## config.mk

```make
export PLATFORM = sky130hd
export DESIGN_NAME = rst_sequencer
export DESIGN_NICKNAME = d
export VERILOG_FILES = /design/src/rtl/rst_seq_pkg.sv /design/src/rtl/sync_ff.sv /design/src/rtl/rst_sequencer.sv
export SDC_FILE = /design/constraint.sdc
export NUM_CORES = 1
export LEC_CHECK = 0
export CORE_AREA = 2 2 39 41
export CTS_CLUSTER_DIAMETER = 30
export DETAILED_ROUTE_END_ITERATION = 6
export DIE_AREA = 0 0 41 43
export DONT_BUFFER_PORTS = 1
export PLACE_DENSITY_LB_ADDON = 0.05
export SLEW_MARGIN = 20
export SYNTH_ARGS = -nofsm -noshare
export SYNTH_HDL_FRONTEND = slang
export SYNTH_HIERARCHICAL = 1
export SYNTH_SLANG_ARGS = --single-unit
```

## constraint.sdc

```tcl
create_clock -name clock -period 3 [get_ports clock]
set_input_delay 0.45 -clock clock [delete_from_list [all_inputs] [get_ports clock]]
set_output_delay 0.45 -clock clock [all_outputs]
set_load 0.02 [all_outputs]
```

## src/rtl/rst_seq_pkg.sv

```systemverilog
// Shared types and limits for the reset sequencer.
package rst_seq_pkg;

  localparam int MAX_DOMAINS = 8;

  typedef enum logic [1:0] {
    HOLD,
    RELEASE,
    RUN
  } state_t;

endpackage

```

## src/rtl/sync_ff.sv

```systemverilog
// Multi-flop synchroniser for an asynchronous single-bit input; clears to 0 on reset.
module sync_ff #(
  parameter int STAGES = 2
) (
  input  logic clock,
  input  logic reset,
  input  logic d,
  output logic q
);

  logic [STAGES-1:0] ff;

  always_ff @(posedge clock or posedge reset) begin
    if (reset) begin
      ff <= '0;
    end else begin
      ff <= {ff[STAGES-2:0], d};
    end
  end

  assign q = ff[STAGES-1];

endmodule

```

## src/rtl/rst_sequencer.sv

```systemverilog
// Staged reset release after PLL lock, with all-at-once re-assertion on abort.
// Optional button debounce path enabled by defining RST_SEQ_BTN_DEBOUNCE_EN.
module rst_sequencer
  import rst_seq_pkg::*;
#(
  parameter int NUM_DOMAINS     = 3,
  parameter int HOLD_CYCLES     = 16,
  parameter int STAGE_GAP       = 4,
  parameter int SYNC_STAGES     = 2,
  parameter int DEBOUNCE_CYCLES = 1024
) (
  input  logic                   clock,
  input  logic                   reset,
  input  logic                   locked,
  input  logic                   sw_rst_req,
  input  logic                   btn_rst_n,
  output logic [NUM_DOMAINS-1:0] rst_out,
  output logic                   ready
);

  localparam int CNT_MAX = (HOLD_CYCLES > STAGE_GAP) ? HOLD_CYCLES : STAGE_GAP;
  localparam int CNT_W   = $clog2(CNT_MAX + 1);

  logic locked_s;
  logic btn_abort;
  logic abort;

  sync_ff #(.STAGES(SYNC_STAGES)) u_locked_sync (
    .clock (clock),
    .reset (reset),
    .d     (locked),
    .q     (locked_s)
  );

`ifdef RST_SEQ_BTN_DEBOUNCE_EN
  localparam int DB_W = $clog2(DEBOUNCE_CYCLES + 1);

  logic            btn_s;
  logic            db_level;
  logic [DB_W-1:0] db_cnt;

  sync_ff #(.STAGES(SYNC_STAGES)) u_btn_sync (
    .clock (clock),
    .reset (reset),
    .d     (btn_rst_n),
    .q     (btn_s)
  );

  // db_level starts released so the synchroniser's post-reset zeros never look like a press
  always_ff @(posedge clock or posedge reset) begin
    if (reset) begin
      db_level <= 1'b1;
      db_cnt   <= '0;
    end else if (btn_s == db_level) begin
      db_cnt <= '0;
    end else if (db_cnt == DB_W'(DEBOUNCE_CYCLES - 1)) begin
      db_level <= btn_s;
      db_cnt   <= '0;
    end else begin
      db_cnt <= db_cnt + DB_W'(1);
    end
  end

  assign btn_abort = ~db_level;
`else
  logic btn_unused;
  assign btn_unused = btn_rst_n & (DEBOUNCE_CYCLES > 0);
  assign btn_abort  = 1'b0;
`endif

  assign abort = ~locked_s | sw_rst_req | btn_abort;

  state_t                 state, state_nx;
  logic [CNT_W-1:0]       cnt, cnt_nx;
  logic [NUM_DOMAINS-1:0] rst_nx;
  logic                   ready_nx;

  always_ff @(posedge clock or posedge reset) begin
    if (reset) begin
      state   <= HOLD;
      cnt     <= '0;
      rst_out <= '1;
      ready   <= 1'b0;
    end else begin
      state   <= state_nx;
      cnt     <= cnt_nx;
      rst_out <= rst_nx;
      ready   <= ready_nx;
    end
  end

  // Release order is a left shift of the reset vector: bit 0 drops first
  always_comb begin
    state_nx = state;
    cnt_nx   = cnt;
    rst_nx   = rst_out;
    ready_nx = ready;
    if (abort) begin
      state_nx = HOLD;
      cnt_nx   = '0;
      rst_nx   = '1;
      ready_nx = 1'b0;
    end else begin
      case (state)
        HOLD: begin
          rst_nx   = '1;
          ready_nx = 1'b0;
          if (cnt == CNT_W'(HOLD_CYCLES - 1)) begin
            cnt_nx = '0;
            rst_nx = {NUM_DOMAINS{1'b1}} << 1;
            if (rst_nx == '0) begin
              state_nx = RUN;
              ready_nx = 1'b1;
            end else begin
              state_nx = RELEASE;
            end
          end else begin
            cnt_nx = cnt + CNT_W'(1);
          end
        end
        RELEASE: begin
          if (cnt == CNT_W'(STAGE_GAP - 1)) begin
            cnt_nx = '0;
            rst_nx = rst_out << 1;
            if (rst_nx == '0) begin
              state_nx = RUN;
              ready_nx = 1'b1;
            end
          end else begin
            cnt_nx = cnt + CNT_W'(1);
          end
        end
        RUN: begin
          state_nx = RUN;
        end
        default: begin
          state_nx = HOLD;
          cnt_nx   = '0;
          rst_nx   = '1;
          ready_nx = 1'b0;
        end
      endcase
    end
  end

endmodule

```

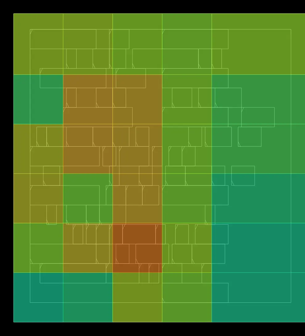
**Above:** routing congestion.
busiest layer in global routing: met1
GR Util met3: 3.14%

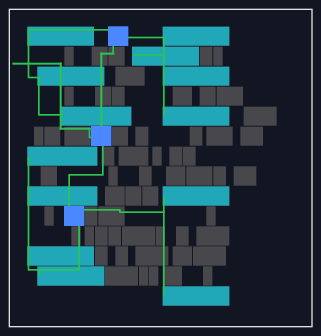
**Above:** clock network drawn from the DEF.
legend:
  clock-net drivers:
    colour: blue
    count: 3
  flip-flops:
    colour: cyan
    count: 13
  clock wires:
    colour: green
    length: 156 microns
routed clock nets: 4

==> impl_metrics.ini <==
; physical design summary
[outcome]
status = finished clean

[setup_path]
r2r-start = cnt[0]
start_kind = flip-flop
path_class = flip-flop to flip-flop
critPathBufInv = 1
crit_arrival_ns = 2.33

[timing]
rsz0062_at_grt = no
layout_worst_path_cycle_share_pct = 71.1
setup_ws_ns = 0.868

[route]
wl_met2_microns = 617
drt-initial-drc-count = 14
firstDrtPassIters = 4
wl_met1_microns = 604

[global_routing]
grt_max_degree = 13

[place]
routabilityCongestion = 0.764

[die]
chip_area_sq_um = 1760
rows = 14

[power_and_ir_drop]
p_sw_w = 0.0000627
p_per_area_nw_per_um2 = 390

[final_layout]
n_all_inverters = 7
utilization_pct = 54.8
drive_gt1_share_pct = 13.5
diodes = 0

[logic_synthesis]
ys_seq_elements = 13

[run]
warnings = 30

[cts]
cts_sinks = 13
clk_latency_ns = 0.27
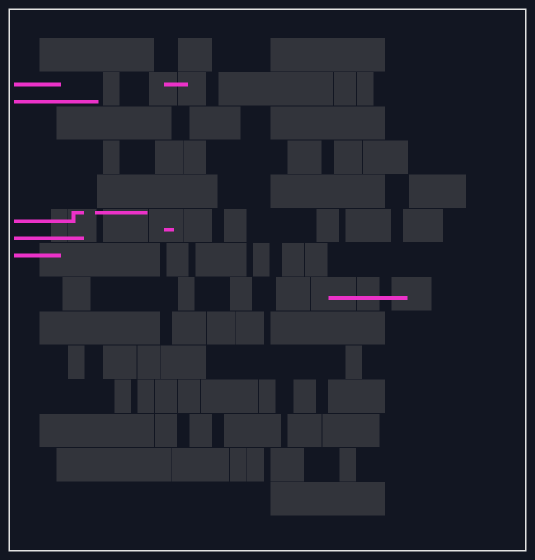
**Above:** met3 routing.
Cells faint in the background.
main direction: horizontal
wire length on this layer: 36.3 microns
share of all routed wire: 2.8%
longest straight run: 6.40 microns
nets with wire on the layer: 7

